Nets reached from selected ports:
The bar under the picture is 10 um long.
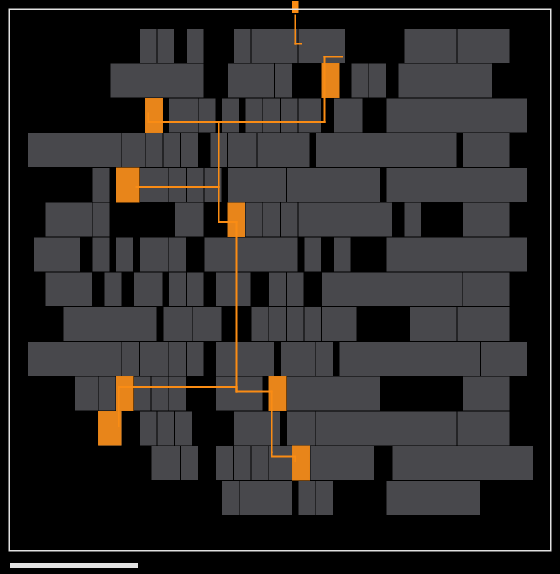
Sequential cells grouped by signal name:
The bar under the picture is 10 um long. Other sequential cells in the stronger grey, the rest of the logic in the fainter grey.
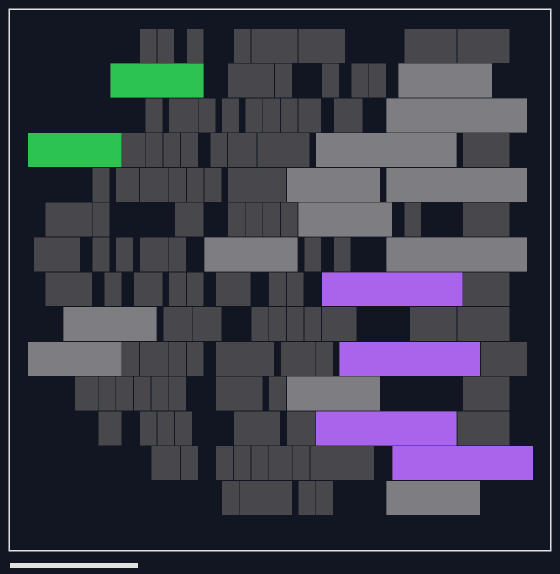
File: src/rtl/demux_pkg.sv
// demux_pkg
//   Shared definitions for the demux_stream block.
//   DEMUX_CH0 / DEMUX_CH1 : values of in_sel that pick channel 0 / channel 1.
//   cnt_t                 : 8-bit per-channel accepted-word counter type.
package demux_pkg;
  localparam logic DEMUX_CH0 = 1'b0;
  localparam logic DEMUX_CH1 = 1'b1;

  typedef logic [7:0] cnt_t;
endpackage

File: src/rtl/demux_fifo.sv
// demux_fifo
//   Single-clock synchronous FIFO holding one demux channel.
//   Ports:
//     clk      : clock, all state changes on the rising edge
//     reset_n  : synchronous active-low reset (pointers and fill to 0)
//     i_push   : write i_data this cycle (ignored while full)
//     i_pop    : retire the head word this cycle (ignored while empty)
//     i_data   : word to write
//     o_data   : head word, combinational read of registered storage
//     o_full   : fill == DEPTH
//     o_empty  : fill == 0
//   Parameters: WIDTH (word width), DEPTH (entries, power of two, >= 2).
module demux_fifo #(
  parameter int WIDTH = 2,
  parameter int DEPTH = 2
) (
  input  logic             clk,
  input  logic             reset_n,
  input  logic             i_push,
  input  logic             i_pop,
  input  logic [WIDTH-1:0] i_data,
  output logic [WIDTH-1:0] o_data,
  output logic             o_full,
  output logic             o_empty
);
  localparam int AW = $clog2(DEPTH);
  localparam int FW = $clog2(DEPTH + 1);
  localparam logic [FW-1:0] FILL_MAX = FW'(DEPTH);

  logic [WIDTH-1:0] r_mem [DEPTH];
  logic [AW-1:0]    r_wr_ptr;
  logic [AW-1:0]    r_rd_ptr;
  logic [FW-1:0]    r_fill;

  logic w_do_push;
  logic w_do_pop;

  assign o_empty   = (r_fill == '0);
  assign o_full    = (r_fill == FILL_MAX);
  assign w_do_push = i_push & ~o_full;
  assign w_do_pop  = i_pop & ~o_empty;
  assign o_data    = r_mem[r_rd_ptr];

  // Pointers wrap naturally because DEPTH is a power of two.
  always_ff @(posedge clk) begin
    if (!reset_n) begin
      r_wr_ptr <= '0;
      r_rd_ptr <= '0;
      r_fill   <= '0;
    end else begin
      if (w_do_push) r_wr_ptr <= r_wr_ptr + 1'b1;
      if (w_do_pop)  r_rd_ptr <= r_rd_ptr + 1'b1;
      case ({w_do_push, w_do_pop})
        2'b10:   r_fill <= r_fill + 1'b1;
        2'b01:   r_fill <= r_fill - 1'b1;
        default: r_fill <= r_fill;
      endcase
    end
  end

  // Storage is not reset: stale words are unreachable once the pointers clear.
  always_ff @(posedge clk) begin
    if (w_do_push) r_mem[r_wr_ptr] <= i_data;
  end
endmodule

File: src/rtl/demux_stream.sv
// demux_stream
//   Registered 1-to-2 stream demultiplexer. Each accepted input word is
//   steered by in_sel into one of two independent channel FIFOs.
//   Ports:
//     clk, reset_n            : clock, synchronous active-low reset
//     in_data/in_sel          : input word and destination channel
//     in_valid/in_ready       : input handshake
//     out0_data/valid/ready   : channel 0 output handshake
//     out1_data/valid/ready   : channel 1 output handshake
//     cnt0/cnt1               : accepted-word counters (only with DEMUX_COUNT_EN)
//   Optional feature macro: DEMUX_COUNT_EN adds the cnt0/cnt1 ports and counters.
//
//   Handshake: a word moves on a rising edge exactly when valid & ready are both
//   high; valid never depends on ready. in_ready is derived only from in_sel and
//   the registered fill of the selected channel, so a full channel refuses a
//   word even if it pops in the same cycle.
module demux_stream #(
  parameter int WIDTH = 2,
  parameter int DEPTH = 2
) (
  input  logic             clk,
  input  logic             reset_n,
  input  logic [WIDTH-1:0] in_data,
  input  logic             in_sel,
  input  logic             in_valid,
  output logic             in_ready,
  output logic [WIDTH-1:0] out0_data,
  output logic             out0_valid,
  input  logic             out0_ready,
  output logic [WIDTH-1:0] out1_data,
  output logic             out1_valid,
  input  logic             out1_ready
`ifdef DEMUX_COUNT_EN
  ,
  output logic [7:0]       cnt0,
  output logic [7:0]       cnt1
`endif
);
  import demux_pkg::*;

  logic w_full0;
  logic w_full1;
  logic w_empty0;
  logic w_empty1;
  logic w_accept;
  logic w_push0;
  logic w_push1;
  logic w_pop0;
  logic w_pop1;

  // Only the selected channel's full flag matters: no head-of-line blocking.
  assign in_ready   = (in_sel == DEMUX_CH1) ? ~w_full1 : ~w_full0;
  assign w_accept   = in_valid & in_ready;
  assign w_push0    = w_accept & (in_sel == DEMUX_CH0);
  assign w_push1    = w_accept & (in_sel == DEMUX_CH1);

  assign out0_valid = ~w_empty0;
  assign out1_valid = ~w_empty1;
  assign w_pop0     = out0_valid & out0_ready;
  assign w_pop1     = out1_valid & out1_ready;

  demux_fifo #(.WIDTH(WIDTH), .DEPTH(DEPTH)) u_fifo0 (
    .clk     (clk),
    .reset_n (reset_n),
    .i_push  (w_push0),
    .i_pop   (w_pop0),
    .i_data  (in_data),
    .o_data  (out0_data),
    .o_full  (w_full0),
    .o_empty (w_empty0)
  );

  demux_fifo #(.WIDTH(WIDTH), .DEPTH(DEPTH)) u_fifo1 (
    .clk     (clk),
    .reset_n (reset_n),
    .i_push  (w_push1),
    .i_pop   (w_pop1),
    .i_data  (in_data),
    .o_data  (out1_data),
    .o_full  (w_full1),
    .o_empty (w_empty1)
  );

`ifdef DEMUX_COUNT_EN
  cnt_t r_cnt0;
  cnt_t r_cnt1;

  // 8-bit counters wrap 255 -> 0 by plain overflow.
  always_ff @(posedge clk) begin
    if (!reset_n) begin
      r_cnt0 <= '0;
      r_cnt1 <= '0;
    end else begin
      if (w_push0) r_cnt0 <= r_cnt0 + 1'b1;
      if (w_push1) r_cnt1 <= r_cnt1 + 1'b1;
    end
  end

  assign cnt0 = r_cnt0;
  assign cnt1 = r_cnt1;
`endif
endmodule

File: config.mk
export PLATFORM = sky130hd
export DESIGN_NAME = demux_stream
export DESIGN_NICKNAME = d
export VERILOG_FILES = /design/src/rtl/demux_pkg.sv /design/src/rtl/demux_fifo.sv /design/src/rtl/demux_stream.sv
export SDC_FILE = /design/constraint.sdc
export NUM_CORES = 1
export LEC_CHECK = 0
export ABC_AREA = 1
export CAP_MARGIN = 20
export CORE_UTILIZATION = 54
export CTS_CLUSTER_DIAMETER = 40
export DETAILED_ROUTE_END_ITERATION = 6
export GPL_TIMING_DRIVEN = 0
export PLACE_DENSITY = 0.84
export SLEW_MARGIN = 20
export SYNTH_ARGS = -nofsm -noshare
export SYNTH_HDL_FRONTEND = slang
export SYNTH_HIERARCHICAL = 1
export SYNTH_SLANG_ARGS = --single-unit
File: constraint.sdc
create_clock -name clk -period 3.78 [get_ports clk]
set_input_delay 0.756 -clock clk [delete_from_list [all_inputs] [get_ports clk]]
set_output_delay 0.756 -clock clk [all_outputs]
set_load 0.02 [all_outputs]
==> notes.md <==
The synthesis and PnR run went through. The flow ran to the end, and the final reports show no timing, DRC or antenna violations. The synthesis run identifies the leading combinational cell family as simple AND/OR/NAND/NOR gates. Total congestion overflow after global routing landed at 0. Residual antenna-violating net count after detailed routing landed at 0. Measured against the total synthesized area, the mux share comes to 0.0515.

After synthesis the netlist holds a flip-flop and latch count of 18. Of the cells placed in the final design, the portion with a size suffix greater than 1 is 0.192. Counting buffers and inverters, the worst setup path is 4 cells deep.

The power report puts the leakage power at 0.483 nW. Counting instances in the post-synthesis netlist gives the leading cell types as 21 x sky130_fd_sc_hd__inv_1, 21 x sky130_fd_sc_hd__nor2_1, 16 x sky130_fd_sc_hd__nand2_1. From bottom edge to top edge, the die measures 42.2 um. The cell-mix breakdown from Yosys lists the adder-cell area share as 0.0286. The worst path in the final design needs a cycle of 2.71 ns, including I/O delays and setup. Number of placed cells counting well taps landed at around 140. After routing, the total negative slack on setup checks comes to 0 ns. STA lists the endpoint of the worst register-to-register path as u_fifo0/r_fill[1]. The floorplan step set the die width to about 42 um. Yosys mapped a number of flops with a built-in enable equal to 8. Number of design rule violations left after detail routing landed at 0. Summing internal, switching and leakage power gives between 400 and 500 uW. The report lists the number of standard-cell rows as 14. Mean instance size in the synthesized netlist landed at 8.17 sq um. Final worst slack landed at 1.07 ns. In the global route stage, overall resource usage came out at 0.157. The path with the worst hold slack has its endpoint at u_fifo1/r_fill[1]. Per the power-grid run, VDD falls by no more than 0.000313 V. Before any placement, the netlist area is recorded as 875 sq um.

The initial antenna violation count is 0. In the Yosys stats the netlist draws on 16 distinct library cells. The share of the core area taken by cells at floorplan is 0.581. At the pin with the least slew margin, the transition time is slightly below 0.3 ns.

In this run the clock root is driven by a sky130_fd_sc_hd__clkbuf_4. Routed wire length per instance landed at 8.89 um. The synthesized netlist has a Yosys-reported chip area of 875 sq um. Per STA, the endpoint of the critical path is in_ready. Total number of clock tree sinks landed at 18. Area share of and/or/nand/nor cells after synthesis landed at 0.282. The later pin in the worst-skew pair is clocked with a latency of 0.28 ns. The number of antenna diodes in the final layout is 0. Setup slack on the worst flop-to-flop path landed at 2.09 ns. The launch point of the critical path was reported as in_sel. In this run the deepest clock path goes through 2 buffers. Max-slew violation count landed at 0. Area fraction of the dominant cell type after synthesis landed at 0.275. In this run the top signal layer used is met4. Ranking logic cells in the layout by count gives the top entries 21 x sky130_fd_sc_hd__inv_1, 21 x sky130_fd_sc_hd__nor2_1, 16 x sky130_fd_sc_hd__nand2_1. Power density over the cells landed at 388 nW/um^2. Setup repair after global routing left no endpoint under its margin. Endpoints with negative setup slack in the final report add up to 0.

Per the final timing report, the hold violations number 0. Xor and xnor area share after synthesis landed at 0. Per the synthesis report, the dominant area consumer among library cells is sky130_fd_sc_hd__edfxtp_1. Of the available clock period, the critical path in the final layout requires 0.716. TritonCTS built the clock tree.

Signal arrival time at the worst endpoint landed at 1.95 ns. Per the synth stats, the proportion of register bits with asynchronous set or reset is 0. Number of vias per cell landed at 4.60.

Fmax landed at 0.369 GHz. Once detailed placement completed, the half-perimeter wirelength came to 1010 um. Across the routed clock network, the largest skew measured is 0.00500 ns. Listed in order, past its start point the critical path passes clkdlybuf4s50_1, nand2_1, nand2_1, clkdlybuf4s50_1. The report lists the number of cells resized after CTS as 0. Cell depth of the worst flop-to-flop path landed at 12. Total met3 wirelength after detailed routing landed at slightly below 60 um.

Entering global routing, the biggest net connects 11 pins. Together, buffers and inverters on the worst path number 2. Note that the worst hold path type here is register to register. The number of cells on the worst hold path is listed as 2. According to the floorplan report, the placeable core area is 1510 sq um. First-pass GRT wire length landed at ~2100 um. Detailed-routing iteration count for the pre-antenna-repair pass landed at 4. Final wirelength landed at 1250 um. In this run, CTS created clock tree buffers numbering 3. Level count of the clock H-tree landed at 1. Per the hold report, the tightest min-delay path originates at u_fifo1/r_fill[1]. The worst setup path is launched from an input port. During synthesis, Yosys emitted a total of 6 warnings. The worst-case max-slew headroom was logged as 0.806. By area the synthesized netlist is led by sky130_fd_sc_hd__edfxtp_1 27%, sky130_fd_sc_hd__dfxtp_1 23%, sky130_fd_sc_hd__inv_1 9.0%, sky130_fd_sc_hd__nor2_1 9.0%, sky130_fd_sc_hd__nand2_1 6.9%. The required time at the worst endpoint is listed as 3.02 ns. Per the STA report, the cell with the highest stage delay on the worst path is sky130_fd_sc_hd__clkdlybuf4s50_1. In this run the full chip footprint comes out at 1780 sq um. On the worst setup and hold paths after CTS, the clock-pin slew comes to 0.10 ns.

STA classifies the critical path endpoint as a primary output. Post-synth net total landed at around 120. Number of global-route vias before repair landed at 548. Synthesis produced a netlist whose cell count is 107. The worst setup path is of the input port to primary output kind. After the first detailed-routing iteration, the DRC count stood at 10. In the synthesized netlist the dominant register cell turns out to be sky130_fd_sc_hd__dfxtp_1. Excluding fillers, the count of instances in the completed layout stands at 141. In this run the critical register-to-register path is launched from u_fifo0/r_fill[0].

Total number of warnings across the stage logs landed at 26. The detailed router put a total of just under 600 um of wire on met1. In this design, the stage delay of the slowest critical-path cell is 0.59 ns.

Net count reported at finish landed at between 100 and 150. Post-CTS setup buffer count landed at 0. Global-route met2 utilization landed at 0.249.

On met3, the global router reports a usage of 0.0431. In this run the maximum-capacitance check reported violations numbering 0. Count of instantiated cells in the yosys netlist landed at 107.

OpenSTA, run right after detailed placement, puts the worst setup slack at 1.07 ns. After global routing, the most crowded layer is met2. The kind of cell with the highest combined delay along the critical path is buffers and inverters.

Routed length on met2 landed at 582 um. Aoi/oai-family share of the synthesized area landed at 0.0229. The flow measured a signed area growth from synthesis to layout of 22.5%. Total number of vias landed at approximately 650. Met1 track demand over resource landed at 0.206.

Placer's final routability congestion estimate landed at 0.710. Total of hold buffers inserted after clock tree synthesis landed at 0. The critical path maximum fanout is 2. Smallest hold slack landed at slightly above 0.5 ns. Post-synthesis sequential area ratio landed at 0.504.
-- 'nets reached from selected ports' (at the start) --
legend:
  `reset_n`:
    colour: orange
    bits: 1
    direction: input
    end_cells: 8
    wire: 75.2 um
count of buffers from port buffering: 14
top-level I/O count: 15

-- 'sequential cells grouped by signal name' (at the start) --
legend:
  `u_fifo1/r_fill`:
    colour: green
    placed_flops: 2
  `u_fifo0/r_mem`:
    colour: purple
    placed_flops: 4
Seq power: 221 uW
Core Util, Final: 0.711
sequential cell area share: 0.411
storage element area: 440 sq um

==> cell type report <==
type,instances,area [sq um]
flip-flops and latches,18,440
fillers,123,435
multi-input cells,63,337
repair buffers,14,140
inverters,26,97.6
clock buffers,4,36.3
well taps,16,20.0
==> power by group <==
group | switching (mW) | internal [mW]
combinational | 0.0443 | 0.0352
sequential | 0.00768 | 0.214
clock | 0.0559 | 0.0585
total | 0.108 | 0.308
==> stage by stage <==
stage,util,cell area [sq um]
after CTS,0.711,1070
after detailed placement,0.687,1030
after global routing,0.711,1070
final,0.711,1070
after global placement,0.687,1030
after floorplan,-,875
==> kinds of logic after synthesis <==
kind of cell	after synthesis
flops	18
fa+ha+maj	2
mux	4
simple gates	53
buf+inv	26
compound gates	4
Power is estimated from default activity; no workload was simulated.
